==> run_1/placement.png <==
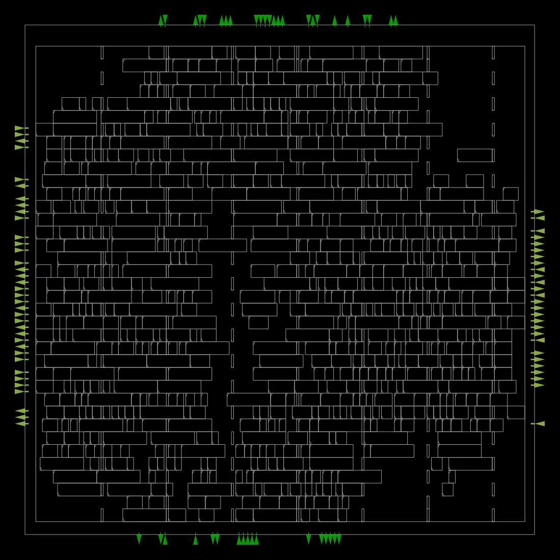
==> run_1/layer_met3.png <==
Drawn at 3 px/um.
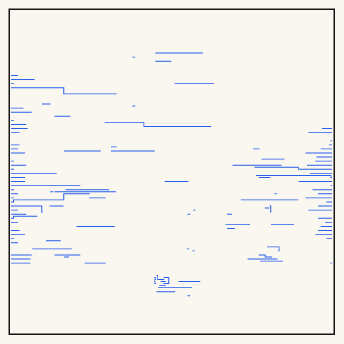
==> run_1/wires.png <==
Drawn at 3 px/um. Two of the layers only.
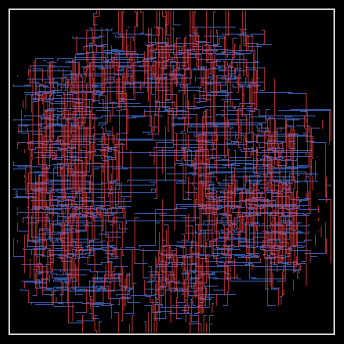
[config.mk]
export PLATFORM = sky130hd
export DESIGN_NAME = pipe_stage_reg
export DESIGN_NICKNAME = d
export VERILOG_FILES = /design/src/rtl/pipe_stage_reg.sv
export SDC_FILE = /design/constraint.sdc
export NUM_CORES = 1
export LEC_CHECK = 0
export ABC_AREA = 1
export CAP_MARGIN = 20
export CORE_MARGIN = 2
export CORE_UTILIZATION = 42
export CTS_CLUSTER_SIZE = 30
export DETAILED_ROUTE_END_ITERATION = 6
export PLACE_DENSITY = 0.84
export SLEW_MARGIN = 5
export SYNTH_ARGS = -nofsm -noshare
export SYNTH_HDL_FRONTEND = slang
export SYNTH_SLANG_ARGS = --single-unit
[constraint.sdc]
create_clock -name clk -period 1.42 [get_ports clk]
set_input_delay 0.213 -clock clk [delete_from_list [all_inputs] [get_ports clk]]
set_output_delay 0.213 -clock clk [all_outputs]
set_load 0.01 [all_outputs]
[src/rtl/pipe_stage_reg.sv]
// Generic pipeline-stage register: opaque payload plus control vector,
// valid/ready flow control, synchronous flush, optional skid entry that
// registers in_ready, and a saturating bubble counter.
module pipe_stage_reg #(
    parameter int unsigned DATA_W = 32,
    parameter int unsigned CTRL_W = 8,
    parameter int unsigned SKID   = 1,
    parameter int unsigned CNT_W  = 16
) (
    input  logic              clk,
    input  logic              reset_n,
    input  logic              in_valid,
    output logic              in_ready,
    input  logic [DATA_W-1:0] in_data,
    input  logic [CTRL_W-1:0] in_ctrl,
    output logic              out_valid,
    input  logic              out_ready,
    output logic [DATA_W-1:0] out_data,
    output logic [CTRL_W-1:0] out_ctrl,
    input  logic              flush,
    input  logic              cnt_clr,
    output logic [CNT_W-1:0]  bubble_cnt
);

    // Main entry: always the one presented downstream
    logic              m_valid;
    logic [DATA_W-1:0] m_data;
    logic [CTRL_W-1:0] m_ctrl;

    logic accept;
    logic emit;

    assign accept = in_valid && in_ready;
    assign emit   = m_valid && out_ready;

    generate
        if (SKID != 0) begin : g_skid
            logic              k_valid;
            logic [DATA_W-1:0] k_data;
            logic [CTRL_W-1:0] k_ctrl;

            // Ready depends only on a register (plus flush), breaking the
            // combinational out_ready -> in_ready path
            assign in_ready = !flush && !k_valid;

            // Main/skid entry update; K always drains into M before new data
            // reaches M so ordering stays FIFO
            always_ff @(posedge clk or negedge reset_n) begin
                if (!reset_n) begin
                    m_valid <= 1'b0;
                    m_data  <= '0;
                    m_ctrl  <= '0;
                    k_valid <= 1'b0;
                    k_data  <= '0;
                    k_ctrl  <= '0;
                end else if (flush) begin
                    m_valid <= 1'b0;
                    k_valid <= 1'b0;
                end else if (k_valid) begin
                    if (emit) begin
                        m_valid <= 1'b1;
                        m_data  <= k_data;
                        m_ctrl  <= k_ctrl;
                        k_valid <= accept;
                        if (accept) begin
                            k_data <= in_data;
                            k_ctrl <= in_ctrl;
                        end
                    end
                end else if (accept) begin
                    if (!m_valid || emit) begin
                        m_valid <= 1'b1;
                        m_data  <= in_data;
                        m_ctrl  <= in_ctrl;
                    end else begin
                        k_valid <= 1'b1;
                        k_data  <= in_data;
                        k_ctrl  <= in_ctrl;
                    end
                end else if (emit) begin
                    m_valid <= 1'b0;
                end
            end
        end else begin : g_single
            assign in_ready = !flush && (!m_valid || out_ready);

            // Single entry update: load on accept, empty on emit-only
            always_ff @(posedge clk or negedge reset_n) begin
                if (!reset_n) begin
                    m_valid <= 1'b0;
                    m_data  <= '0;
                    m_ctrl  <= '0;
                end else if (flush) begin
                    m_valid <= 1'b0;
                end else if (accept) begin
                    m_valid <= 1'b1;
                    m_data  <= in_data;
                    m_ctrl  <= in_ctrl;
                end else if (emit) begin
                    m_valid <= 1'b0;
                end
            end
        end
    endgenerate

    assign out_valid = m_valid;
    assign out_data  = m_data;
    assign out_ctrl  = m_ctrl & {CTRL_W{m_valid}};

    // Saturating count of cycles where downstream was ready but got nothing
    always_ff @(posedge clk or negedge reset_n) begin
        if (!reset_n) begin
            bubble_cnt <= '0;
        end else if (cnt_clr) begin
            bubble_cnt <= '0;
        end else if (out_ready && !m_valid && (bubble_cnt != '1)) begin
            bubble_cnt <= bubble_cnt + CNT_W'(1);
        end
    end

endmodule

==> tab_implementation.tex, run 1 <==
% Table of physical implementation metrics
\begin{tabular}{lr}
\hline
Metric & Value \\
\hline
\multicolumn{2}{l}{\textbf{Route}} \\
\quad Total Wirelength & 14,100 um \\
\quad Total via count in the routed design & 4,543 \\
\quad DR DRC count & 0 \\
\multicolumn{2}{l}{\textbf{Yosys}} \\
\quad Most numerous cell types in the synthesized netlist & sky130\_fd\_sc\_hd\_\_nand2\_1 (107), sky130\_fd\_sc\_hd\_\_dfrtp\_1 (98), sky130\_fd\_sc\_hd\_\_nor2\_1 (96) \\
\quad Yosys cell count & 567 \\
\quad Yosys reg bits & 98 \\
\quad Leading area contributor after synthesis & sky130\_fd\_sc\_hd\_\_dfrtp\_1 \\
\quad Flip-flops with a built-in enable & 0 \\
\quad Yosys warning tally & 0 \\
\multicolumn{2}{l}{\textbf{CTS}} \\
\quad Buffer type at the clock tree root & sky130\_fd\_sc\_hd\_\_clkbuf\_8 \\
\quad Max Root-Sink Buffers & 2 \\
\quad Cells resized by post-CTS repair & 191 \\
\quad Number of H-tree branching levels & 3 \\
\multicolumn{2}{l}{\textbf{Layout}} \\
\quad Most frequent cells in the layout & sky130\_fd\_sc\_hd\_\_dfrtp\_1 (96), sky130\_fd\_sc\_hd\_\_nor2\_1 (81), sky130\_fd\_sc\_hd\_\_nand2\_1 (57), sky130\_fd\_sc\_hd\_\_a21oi\_1 (57), sky130\_fd\_sc\_hd\_\_inv\_1 (56) \\
\quad Final net count & 778 \\
\quad Finished Core Util & 0.698 \\
\quad Count of filler cells inserted in the layout & 734 \\
\quad Area growth from synthesis to layout & 60.5\% \\
\quad Antenna diode instance count & 0 \\
\multicolumn{2}{l}{\textbf{Power}} \\
\quad Static leakage & 3.48 nW \\
\quad Power density of the placed cells & 1190 nW/um\^{}2 \\
\multicolumn{2}{l}{\textbf{Final timing}} \\
\quad Setup violations, final & 93 \\
\quad Count of endpoints failing hold in the final timing report & 0 \\
\quad Setup repair after global routing missed its margin & yes \\
\quad Pins Over Slew Limit & 0 \\
\quad Final setup slack of the worst path & -0.156 ns \\
\multicolumn{2}{l}{\textbf{Floorplan}} \\
\quad Core outline area & 10,400 um\^{}2 \\
\quad \# IOs & 104 \\
\multicolumn{2}{l}{\textbf{Setup path}} \\
\quad Reg2reg end & g\_skid.k\_data[11] \\
\quad Category of cells accounting for the largest share of critical-path delay & simple AND/OR/NAND/NOR gates \\
\quad Slowest CP cell & sky130\_fd\_sc\_hd\_\_dfrtp\_2 \\
\quad Arrival time at the worst endpoint & 1.82 ns \\
\multicolumn{2}{l}{\textbf{Flow run}} \\
\quad Max-Cap Viols & 0 \\
\multicolumn{2}{l}{\textbf{Global routing}} \\
\quad Number of antenna violations at the first check in global routing & 0 \\
\quad Largest net degree at the start of global routing & 57 \\
\quad Total global-route track usage & 0.231 \\
\quad Congestion Overflow GR & 0 \\
\multicolumn{2}{l}{\textbf{Min path}} \\
\quad Class of the tightest hold or removal check & in2async \\
\multicolumn{2}{l}{\textbf{Placed design}} \\
\quad HPWL Detailed & 7900 um \\
\quad Final weighted congestion in routability-driven placement & 0.844 \\
\multicolumn{2}{l}{\textbf{Status}} \\
\quad Status & complete, but fails checks \\
\quad Violated checks & setup timing \\
\hline
\end{tabular}
Back to the opening pictures, placement.png:
number of flip-flops and latches: 98
standard-cell rows: 37

Back to the opening pictures, layer_met3.png:
The layer holds 5.2% of the routed length. The layer carries 734 um of wire. The wires run mostly horizontal.

Back to the opening pictures, wires.png:
Red shows metal 2, wire length 7,420 um. Blue shows metal 1, wire length 5,760 um.

## run 1: cell type report
class / instances / area [um^2] / share of cell area
Clock inverter: 4 / 48.8 / 0.00671
Clock buffer: 12 / 165 / 0.0227
Tap cell: 136 / 170 / 0.0234
Inverter: 64 / 243 / 0.0334
Timing Repair Buffer: 183 / 1970 / 0.271
Multi-Input combinational cell: 375 / 2220 / 0.305
Sequential cell: 98 / 2450 / 0.338
## run 1: registers in the layout (all words and copies together), names as in the netlist
name            count
m_ctrl              8
out_data           32
g_skid.k_data      32
bubble_cnt         16
out_valid           1
g_skid.k_ctrl       8
g_skid.k_valid      1
## run 1: layer usage
layer / GRT usage / vias up / wire length [um] / share of wire
li1: - / 2140 / - / -
met1: 0.289 / 2226 / 5760 / 0.41
met2: 0.404 / 156 / 7420 / 0.53
met3: 0.0357 / 21 / 733 / 0.052
met4: 0.0778 / 0 / 199 / 0.014
met5: 0 / - / 0 / 0
## run 1: report_power, final
part           internal (mW)  switching (mW)
Combinational           1.38            1.37
Sequential              3.48           0.534
Clock                  0.958           0.961
## run 1: metrics by stage
stage / area, um^2 / hold WS (ns) / worst slack, ns / setup TNS, ns
floorplan: 4550 / -0.0826 / -0.101 / -1.25
global placement: 6040 / 0.210 / -0.404 / -30.29
detailed placement: 6040 / 0.225 / -0.430 / -32.38
CTS: 6940 / 0.406 / -0.148 / -8.66
global route: 7270 / 0.424 / -0.203 / -11.42
finish: 7270 / 0.406 / -0.156 / -6.74
## run 1: logic make-up after synthesis
kind of cell | Yosys count | share of synthesized area
AND/OR/NAND/NOR | 244 | 0.222
AND-OR/OR-AND | 127 | 0.141
flip-flops | 98 | 0.541
buffers and inverters | 94 | 0.0870
XOR/XNOR | 3 | 0.00580
adder cells (fa/ha/maj) | 1 | 0.00276
## Run 2: what changed since run 1
--- a/config.mk
+++ b/config.mk
@@ -6,6 +6,7 @@
 export NUM_CORES = 1
 export LEC_CHECK = 0
 export ABC_AREA = 1
+export ABC_CLOCK_PERIOD_IN_PS = 1420
 export CAP_MARGIN = 20
 export CORE_MARGIN = 2
 export CORE_UTILIZATION = 42
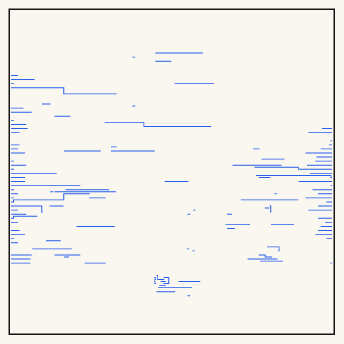
(run_2/layer_met3.png)
Drawn at 3 px/um.
The longest straight run is 24.8 um. The wires run mostly horizontal. 99 nets have wire on it. The layer carries 734 um of wire. The layer holds 5.2% of the routed length.

==> run 2 against run 1 <==
The run still ends with setup timing left. Cell count unchanged. Via count unchanged. Sequential cell count unchanged. Die size unchanged. First-iteration DRC count stayed put. Routed wire length did not move. Clock power about the same. Sequential share of layout area unchanged. Clock skew did not move. Critical path type unchanged. Largest power group unchanged.
==> tab_implementation.tex, run 2 <==
% Table of physical implementation metrics
\begin{tabular}{lr}
\hline
Metric & Value \\
\hline
\multicolumn{2}{l}{\textbf{Global routing}} \\
\quad Number of antenna violations at the first check in global routing & 0 \\
\quad Congestion Overflow GR & 0 \\
\multicolumn{2}{l}{\textbf{Floorplan}} \\
\quad Standard-cell rows & 37 \\
\quad \# IOs & 104 \\
\quad Tap Count & 136 \\
\multicolumn{2}{l}{\textbf{Layout}} \\
\quad Final net count & 778 \\
\quad Register cell area after layout & 2450 um\^{}2 \\
\quad Buffer share of cell area & 0.271 \\
\quad Area growth from synthesis to layout & 60.5\% \\
\quad Layout clock area frac & 0.0294 \\
\quad Number of flip-flops and latches & 98 \\
\quad Dominant class by area & registers \\
\quad Layout multi-input combinational cell count & 375 \\
\quad Count of filler cells inserted in the layout & 734 \\
\quad Register fraction of the total cell area & 0.338 \\
\quad Comb area share & 0.305 \\
\multicolumn{2}{l}{\textbf{Power}} \\
\quad Static leakage & 3.48 nW \\
\quad Power density of the placed cells & 1190 nW/um\^{}2 \\
\multicolumn{2}{l}{\textbf{Yosys}} \\
\quad Adder and majority cell fraction of the synthesized area & 0.00276 \\
\quad AND/OR/NAND/NOR Cells, Area Fraction & 0.222 \\
\quad Yosys warning tally & 0 \\
\quad XOR/XNOR share of the synthesized area & 0.00580 \\
\quad Most numerous cell types in the synthesized netlist & sky130\_fd\_sc\_hd\_\_nand2\_1 (107), sky130\_fd\_sc\_hd\_\_dfrtp\_1 (98), sky130\_fd\_sc\_hd\_\_nor2\_1 (96) \\
\quad Yosys reg bits & 98 \\
\multicolumn{2}{l}{\textbf{Route}} \\
\quad Total via count in the routed design & 4,543 \\
\quad DR DRC count & 0 \\
\quad Total Wirelength & 14,100 um \\
\multicolumn{2}{l}{\textbf{Final timing}} \\
\quad Final setup slack of the worst path & -0.156 ns \\
\quad Setup repair after global routing missed its margin & yes \\
\quad Setup violations, final & 93 \\
\quad Pins Over Slew Limit & 0 \\
\multicolumn{2}{l}{\textbf{Status}} \\
\quad Violated checks & setup timing \\
\quad Status & complete, but fails checks \\
\multicolumn{2}{l}{\textbf{Placed design}} \\
\quad HPWL Detailed & 7900 um \\
\quad Worst slack after detailed placement & -0.430 ns \\
\multicolumn{2}{l}{\textbf{CTS}} \\
\quad Max Root-Sink Buffers & 2 \\
\quad Number of H-tree branching levels & 3 \\
\multicolumn{2}{l}{\textbf{Min path}} \\
\quad Class of the tightest hold or removal check & in2async \\
\multicolumn{2}{l}{\textbf{Flow run}} \\
\quad Max-Cap Viols & 0 \\
\multicolumn{2}{l}{\textbf{Setup path}} \\
\quad Category of cells accounting for the largest share of critical-path delay & simple AND/OR/NAND/NOR gates \\
\hline
\end{tabular}
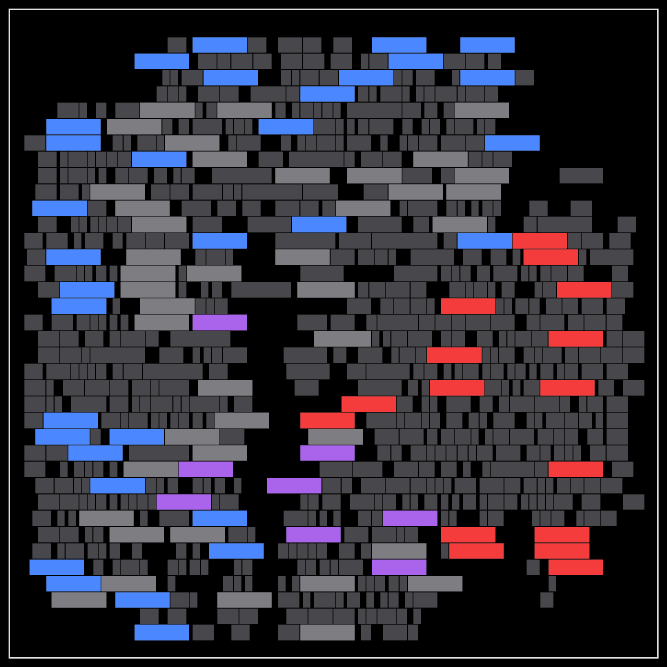
(run_2/flops_by_reg.png)
Drawn at 6 px/um.
Red shows bubble_cnt, flops 16. Purple shows g_skid.k_ctrl, flops 8, where bottom centre. Blue shows out_data, flops 32, where widely spread.
Another 42 sequential cells are not coloured.

-- run 2: cell counts after synthesis --
Identical to the previous run, type by type.
-- run 2: worst paths after layout --
kind	startpoint	endpoint	slack (ns)	cells past startpoint
max	g_skid.k_valid	g_skid.k_data[11]	-0.16	7
min	reset_n	out_data[10]	0.41	3
max reg2reg	g_skid.k_valid	g_skid.k_data[11]	-0.16	7
min reg2reg	g_skid.k_data[29]	g_skid.k_data[29]	0.50	2
max in group asynchronous	reset_n	g_skid.k_valid	0.72	3
min in group clk	in_data[5]	g_skid.k_data[5]	0.42	3
-- run 2: where the power goes --
group	internal [mW]	switching [mW]	total, mW
Clock	0.958	0.961	1.92
Sequential	3.48	0.534	4.01
Combinational	1.38	1.37	2.75
Total	5.81	2.87	8.68
-- run 2: routing by layer --
| layer | vias to the layer above | GRT usage | routed length (um) |
|---|---|---|---|
| met4 | 0 | 0.0778 | 199 |
| met3 | 21 | 0.0357 | 733 |
| met1 | 2226 | 0.289 | 5760 |
| met2 | 156 | 0.404 | 7420 |
| li1 | 2140 | - | - |
| met5 | - | 0 | 0 |
-- run 2: timing repair --
| item | 4_1_cts | 5_1_grt |
|---|---|---|
| pin swaps | 7 | 13 |
| gates cloned | 11 | 3 |
| setup endpoints to repair | 153 | 120 |
| resized | 191 | 99 |
| hold buffers | 1 | 0 |
| hold endpoints to repair | 98 | 0 |
| setup buffers | 20 | 6 |
-- run 2: logic make-up after synthesis --
kind of cell,count (synthesis)
buffers and inverters,94
XOR/XNOR,3
AND-OR/OR-AND,127
AND/OR/NAND/NOR,244
flip-flops,98
adder cells (fa/ha/maj),1
Power and IR drop assume default switching activity.
